==> config.mk <==
export PLATFORM = sky130hd
export DESIGN_NAME = ex_muldiv
export DESIGN_NICKNAME = d
export VERILOG_FILES = /design/src/rtl/ex_muldiv.sv
export SDC_FILE = /design/constraint.sdc
export NUM_CORES = 1
export LEC_CHECK = 0
export CAP_MARGIN = 15
export CORE_MARGIN = 5
export CORE_UTILIZATION = 45
export CTS_CLUSTER_SIZE = 8
export DETAILED_ROUTE_END_ITERATION = 16
export PLACE_DENSITY_LB_ADDON = 0.1
export SLEW_MARGIN = 15
export SYNTH_ARGS = -nofsm -noshare
export SYNTH_HDL_FRONTEND = slang
export SYNTH_SLANG_ARGS = --single-unit
==> constraint.sdc <==
create_clock -name clk -period 7.6 [get_ports clk]
set_input_delay 1.14 -clock clk [delete_from_list [all_inputs] [get_ports clk]]
set_output_delay 1.14 -clock clk [all_outputs]
set_load 0.03 [all_outputs]
==> src/rtl/ex_muldiv.sv <==
// ex_muldiv -- iterative RV32M multiply/divide execution unit.
//
// Sits beside the single-cycle ALU, downstream of the decoder. When the
// decoder flags an M-extension instruction (start) in IDLE, the operands are
// captured as magnitudes along with the result sign. The unit then runs
// 32 iterations (shift-add multiply or restoring divide) and presents the
// sign-corrected result for one cycle on valid. It holds PC/ID through
// stall while the operation is in flight.
//
// Ports:
//   clk       system clock, rising edge
//   rst       asynchronous reset, active low
//   start     M-extension instruction present (sampled only in IDLE)
//   op        funct3: MUL, MULH, MULHSU, MULHU, DIV, DIVU, REM, REMU
//   rs1_data  operand A (multiplicand / dividend)
//   rs2_data  operand B (multiplier / divisor)
//   rd_i      destination register index
//   flush     synchronous kill of the in-flight operation
//   busy      high while iterating (CALC)
//   stall     hold PC/ID (combinational)
//   valid     one-cycle result strobe (DONE)
//   result    result word, held in IDLE
//   rd_o      captured destination index, aligned with valid
module ex_muldiv #(
  parameter int unsigned XLEN = 32
) (
  input  logic            clk,
  input  logic            rst,
  input  logic            start,
  input  logic [2:0]      op,
  input  logic [XLEN-1:0] rs1_data,
  input  logic [XLEN-1:0] rs2_data,
  input  logic [4:0]      rd_i,
  input  logic            flush,
  output logic            busy,
  output logic            stall,
  output logic            valid,
  output logic [XLEN-1:0] result,
  output logic [4:0]      rd_o
);

  localparam int unsigned CW = $clog2(XLEN);
  localparam logic [XLEN-1:0] MIN_NEG = {1'b1, {(XLEN-1){1'b0}}};

  typedef enum logic [1:0] {
    IDLE,
    CALC,
    DONE
  } state_t;

  state_t state_q, state_d;

  logic [2:0]      op_q;
  logic [4:0]      rd_q;
  logic [XLEN-1:0] m_q;       // multiplicand (mul) or divisor (div)
  logic [XLEN-1:0] hi_q;      // product high half / partial remainder
  logic [XLEN-1:0] lo_q;      // multiplier / dividend, becomes product low / quotient
  logic [CW-1:0]   cnt_q;
  logic            neg_q;
  logic            dz_q;
  logic            ovf_q;
  logic [XLEN-1:0] result_q;

  // Operand decode at capture time
  logic            a_sgn, b_sgn, sa, sb;
  logic [XLEN-1:0] a_mag, b_mag;
  logic            neg_in, dz_in, ovf_in;

  always_comb begin
    a_sgn = 1'b0;
    b_sgn = 1'b0;
    case (op)
      3'd0, 3'd1, 3'd4, 3'd6: begin
        a_sgn = 1'b1;
        b_sgn = 1'b1;
      end
      3'd2: a_sgn = 1'b1;
      default: begin
        a_sgn = 1'b0;
        b_sgn = 1'b0;
      end
    endcase
    sa     = a_sgn & rs1_data[XLEN-1];
    sb     = b_sgn & rs2_data[XLEN-1];
    // abs(MIN_NEG) wraps to itself, which is the correct unsigned 2^(XLEN-1)
    a_mag  = sa ? -rs1_data : rs1_data;
    b_mag  = sb ? -rs2_data : rs2_data;
    neg_in = (op[2] & op[1]) ? sa : (sa ^ sb);
    dz_in  = (rs2_data == '0);
    ovf_in = ((op == 3'd4) || (op == 3'd6)) && (rs1_data == MIN_NEG) && (rs2_data == '1);
  end

  // One iteration of either algorithm
  logic [XLEN:0]     add;
  logic [XLEN:0]     shifted;
  logic [XLEN:0]     trial;
  logic [XLEN-1:0]   hi_nx, lo_nx;
  logic [2*XLEN-1:0] prod, prod_fix;
  logic [XLEN-1:0]   quo_fix, rem_fix, res_d;
  logic              last;

  always_comb begin
    add     = {1'b0, hi_q} + (lo_q[0] ? {1'b0, m_q} : '0);
    shifted = {hi_q, lo_q[XLEN-1]};
    trial   = shifted - {1'b0, m_q};
    if (op_q[2]) begin
      // Restoring divide: a clear borrow bit means the trial subtract fits
      if (!trial[XLEN]) begin
        hi_nx = trial[XLEN-1:0];
        lo_nx = {lo_q[XLEN-2:0], 1'b1};
      end else begin
        hi_nx = shifted[XLEN-1:0];
        lo_nx = {lo_q[XLEN-2:0], 1'b0};
      end
    end else begin
      hi_nx = add[XLEN:1];
      lo_nx = {add[0], lo_q[XLEN-1:1]};
    end

    prod     = {hi_nx, lo_nx};
    prod_fix = neg_q ? -prod : prod;
    quo_fix  = neg_q ? -lo_nx : lo_nx;
    // With a zero divisor the remainder ends up holding |A|; fixing it up
    // with A's sign reproduces A's original bit pattern.
    rem_fix  = neg_q ? -hi_nx : hi_nx;

    case (op_q)
      3'd0:             res_d = prod_fix[XLEN-1:0];
      3'd1, 3'd2, 3'd3: res_d = prod_fix[2*XLEN-1:XLEN];
      3'd4, 3'd5:       res_d = quo_fix;
      default:          res_d = rem_fix;
    endcase
    if (op_q[2] && !op_q[1]) begin
      if (dz_q)       res_d = '1;
      else if (ovf_q) res_d = MIN_NEG;
    end
    if (op_q[2] && op_q[1] && ovf_q) res_d = '0;

    last = (cnt_q == CW'(XLEN - 1));
  end

  always_comb begin
    state_d = state_q;
    if (flush) begin
      state_d = IDLE;
    end else begin
      case (state_q)
        IDLE:    if (start) state_d = CALC;
        CALC:    if (last)  state_d = DONE;
        DONE:    state_d = IDLE;
        default: state_d = IDLE;
      endcase
    end
  end

  always_ff @(posedge clk or negedge rst) begin
    if (!rst) state_q <= IDLE;
    else      state_q <= state_d;
  end

  always_ff @(posedge clk or negedge rst) begin
    if (!rst) begin
      op_q     <= '0;
      rd_q     <= '0;
      m_q      <= '0;
      hi_q     <= '0;
      lo_q     <= '0;
      cnt_q    <= '0;
      neg_q    <= 1'b0;
      dz_q     <= 1'b0;
      ovf_q    <= 1'b0;
      result_q <= '0;
    end else if (!flush) begin
      if (state_q == IDLE && start) begin
        op_q  <= op;
        rd_q  <= rd_i;
        m_q   <= op[2] ? b_mag : a_mag;
        lo_q  <= op[2] ? a_mag : b_mag;
        hi_q  <= '0;
        cnt_q <= '0;
        neg_q <= neg_in;
        dz_q  <= dz_in;
        ovf_q <= ovf_in;
      end else if (state_q == CALC) begin
        hi_q  <= hi_nx;
        lo_q  <= lo_nx;
        cnt_q <= cnt_q + 1'b1;
        if (last) result_q <= res_d;
      end
    end
  end

  assign busy   = (state_q == CALC);
  assign valid  = (state_q == DONE);
  assign stall  = (start && (state_q == IDLE)) || (state_q == CALC);
  assign result = result_q;
  assign rd_o   = rd_q;

endmodule

==> summary.txt <==
Avg Vias per Cell = 6.40
CTS Root Cell = clkbuf_16
Worst path required time = 7930 ps
Placeable core region = 34600 um^2
Endpoints failing setup = 0
Number of setup buffers added after CTS = 0
H-tree levels = 4
Total instance count after detailed placement = 2587
Final Hold Slack = 486 ps
Post-route standard cell area excluding fillers = 17900 um^2
Post-Place Worst Slack = 1330 ps
Top achievable clock speed = 157 MHz
Top logic cells by instance count in the layout = nand2_1 (271), o21ai_0 (198), a21oi_1 (189)
I/O Buffers = 115
Leakage power total = 7.19 nW
Endpoint class of the critical path = flop
TritonCTS clock tree = built
Worst hold path type = flop to flop
GRT overflow = 0
Tightest Pin Transition = 1060 ps
Max stage delay on crit path = 660 ps
Chip area = 39100 um^2
Post-Syn Area = 15800 um^2
Max Root-Sink Buffers = 2
Final Hold Violation Tally = 0
Clk ins delay skew pair = 470 ps
Share of flip-flops with an asynchronous set or reset = 100%
Max-capacitance violation count = 0
Worst setup slack after layout = 1250 ps
Die H = 198 um
Remaining max-slew budget at the tightest pin = 28.8%
Time the final worst path needs with I/O delays and setup = 6350 ps
Final-layout setup total negative slack = 0 ps
Pin count of the biggest net entering global routing = 112
Unrepaired setup endpoints after global routing = no
# Cells Yosys = 2112
Cell row count = 68
CP Launch Point = lo_q[31]
CP Data Arrival Time = 6690 ps
Stage-log warning count = 29
Largest fanout on the critical path = 9
TritonCTS buffer count = 17
DRC marker count from the first detailed-route iteration = 1608
Post-route non-filler standard cell count = 2619
Dominant register cell in the synthesized netlist = dfrtp_1
Worst-case clock skew = 19.8 ps
Syn Area/Cell = 7.50 um^2
Synth warnings = 0
# nets final = 2300
Number of antenna violations at the first check in global routing = 3
Number of distinct library cell variants in the gate-level netlist after synthesis = 98
Crit path launch type = flop
Number of hold buffers added after cts = 0
Net count entering floorplan = 2261
Outcome = completed
First-pass DRT Iterations = 6
Most common cell after layout, fill and taps aside = nand2_1
Cycle use final = 83.6%
Total cell area at the placement stage = 17300 um^2
Cell type of the slowest stage on the worst timing path = o21ai_1
EDFF count, synth = 0
Clk pin slew, worst setup/hold paths = 70 ps
Floorplan Utilization = 45.8%
Power per cell area = 414 nW/um^2
Number of global-route vias before repair = 15600
Number of placed I/O pins = 116
Share of cells above drive strength 1 = 6.24%
Final weighted congestion in routability-driven placement = 0.970
Fraction of the yosys area taken by sequential cells = 23.1%
Maximum resistive drop on vdd = 0.315 mV
HPWL Detailed = 47800 um
Count of unresolved DRC violations after routing = 0
Number of pins with negative max-slew slack in the final report = 0
Number of standard cells after synthesis = 2112
CTS sink cnt = 146
Post-synth area from yosys stat = 15800 um^2
Hold Path Origin = rd_o[0]
Total of cells resized after clock tree synthesis = 0
Detail Route Antenna Nets = 0
Wire length of the first global-routing pass = 95000 um
P&R area growth vs syn = 13.0%
Start of the worst register-to-register path = lo_q[31]
Worst path cell trace = inv_1 > ha_1 > inv_1 > fa_1 > a211oi_2 > o211ai_2 > a21o_1 > o211a_1 > o31ai_4 > a21oi_2 > buf_4 > a21oi_1 > ha_1 > nand2_1 > or2_2 > or3_1 > or3_1 > o21ai_1 > nand4_1 > nor4_1 > a31oi_1 > xor2_1 > a221oi_1 > o21ai_1
Class of the most critical setup path = flop to flop
Synthesized registers = 146
Routed wire per std cell = 23.7 um
Final antenna diode count = 0
X dimension of the die = 198 um
## synth_stat cells (all sizes together) (24+ instances only)
master  count  share of area, %
nand2     273               6.5
xnor2      94               5.2
nor2      146               3.5
clkbuf     96               2.3
o31ai      24               1.3
buf        36               1.2
o211ai     37               1.8
and2       51               2.0
mux2i      51               3.2
o21ai     212               6.7
inv        71               1.7
nor3       44               1.4
a22oi      34               1.6
o22a       31               1.7
dfrtp     146                23
ha         71               5.6
nand4      35               1.5
a211oi     26               1.3
nand3      64               2.1
a21oi     191               6.1
xor2       75               4.1
## path summary, 6_finish.rpt
check,end,slack [ps],cells after the start
worst min register to register,rd_o[0],490,2
max in group asynchronous,op_q[2],5290,2
min in group asynchronous,hi_q[20],740,1
worst max register to register,result[28],1250,24
worst min-delay path,rd_o[0],490,2
worst max-delay path,result[28],1250,24
## power breakdown
part | switching, W | internal [W]
clock network | 0.000417 | 0.000473
logic | 0.00341 | 0.00187
registers | 0.000272 | 0.000961
total | 0.00410 | 0.00331
## cells by family (layout without fill, tap and decap cells)
group           count (synthesis)  in the layout  synth area share [%]
xor+xnor                      169            169                  9.34
flops                         146            146                  23.1
fa+ha+maj                      73             73                  5.86
mux                            55             55                  3.51
buf+inv                       204            256                  5.13
simple gates                  741            741                  22.9
compound gates                724            724                  30.2
## area by class of cell
cell class | instances | area, um^2
Timing Repair Buffer | 152 | 1430
Inverter | 72 | 270
Clock buffer | 19 | 443
Multi-Input combinational cell | 1762 | 11400
Fill cell | 3394 | 16700
Tap cell | 455 | 569
Clock inverter | 13 | 148
Sequential cell | 146 | 3660
## worst max-delay path, delay by kind of cell (launching register included)
kind,cells,cell delay [ps]
buffers and inverters,3,320
flip-flops,1,390
AND-OR/OR-AND,11,2740
AND/OR/NAND/NOR,6,1800
XOR/XNOR,1,170
adder cells (fa/ha/maj),3,790
## metal layers
| layer | vias to the layer above | GRT usage [%] | part of all wire [%] |
|---|---|---|---|
| li1 | 7841 | - | - |
| met1 | 8107 | 43.6 | 44 |
| met2 | 709 | 47.9 | 44 |
| met3 | 103 | 5.78 | 7.6 |
| met4 | 0 | 12.2 | 4.2 |
| met5 | - | 0 | 0 |
## per-stage QoR
| step | total power [W] | utilization (%) |
|---|---|---|
| 5_1_grt | 0.00789 | 51.7 |
| 2_1_floorplan | 0.00481 | - |
| 3_5_place_dp | 0.00640 | 50.0 |
| 3_3_place_gp | 0.00637 | 50.0 |
| 6_report | 0.00741 | 51.7 |
| 4_1_cts | 0.00731 | 51.7 |
## registers in the layout, summed over array words and instances, names as in the netlist
register and count:
op_q 3, cnt_q 5, rd_o 5, ovf_q 1
lo_q 32, m_q 32, neg_q 1, dz_q 1
result 32, hi_q 32, state_q 2
Signal wires on met1:
Scale bar: 50 um. Supply wires on this layer in grey.
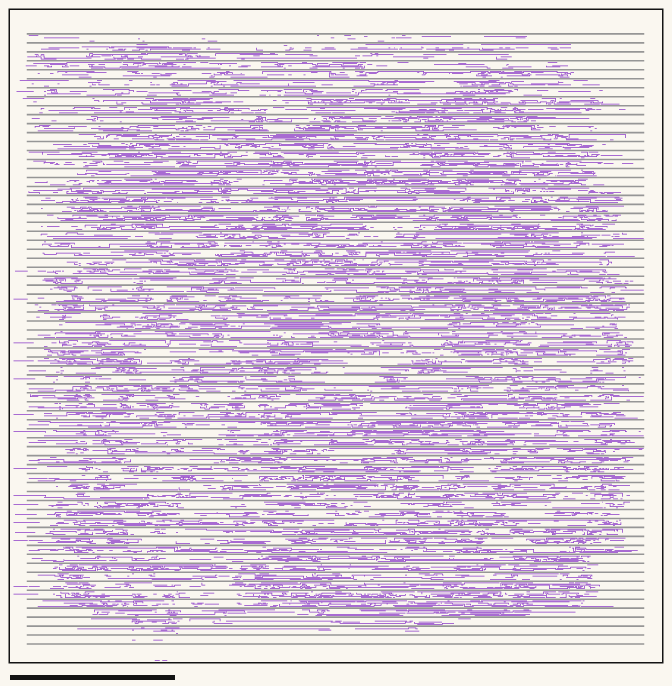
The layer holds 44% of the routed length. 2137 nets have wire on it. The wires run mostly horizontal. The longest straight run is 76.4 um.
total via count after detailed routing: 16800
met1 Usage GRT: 43.6%
Routed Wire Length: 62000 um

The metal 2 layer:
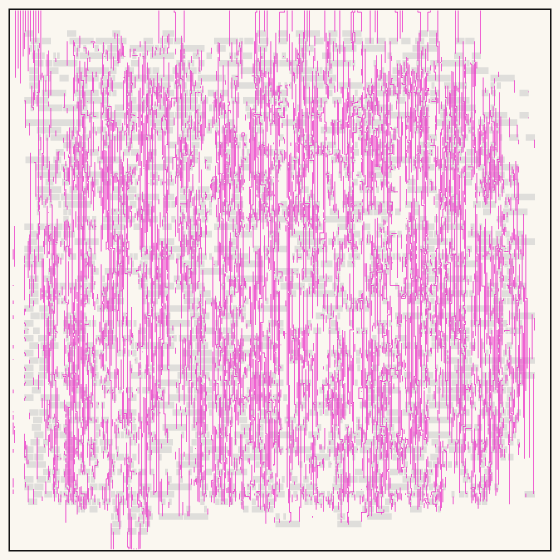
The longest straight run is 98.9 um. The layer holds 44% of the routed length.
met2 GRT Util: 47.9%

Metal 3:
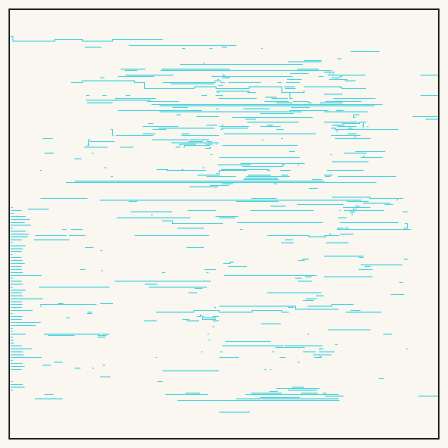
The layer carries 4730 um of wire. The layer holds 7.6% of the routed length. The wires run mostly horizontal.
M3 GR Usage: 5.78%

The metal 4 layer:
Scale bar: 50 um. Supply wires on this layer in grey.
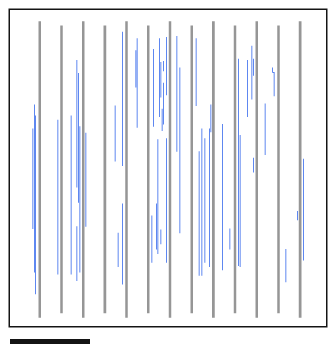
The layer carries 2610 um of wire. The layer holds 4.2% of the routed length.

Routing congestion map:
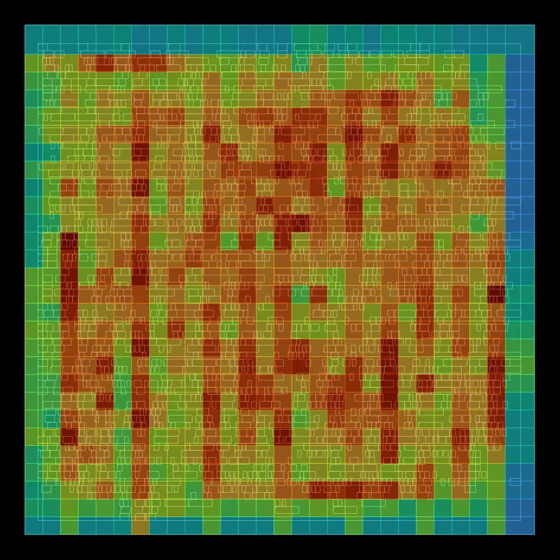
final core utilization: 51.7%
global router's overall resource usage: 31.2%

No activity file was given, so power comes from the tool's default toggle rates.
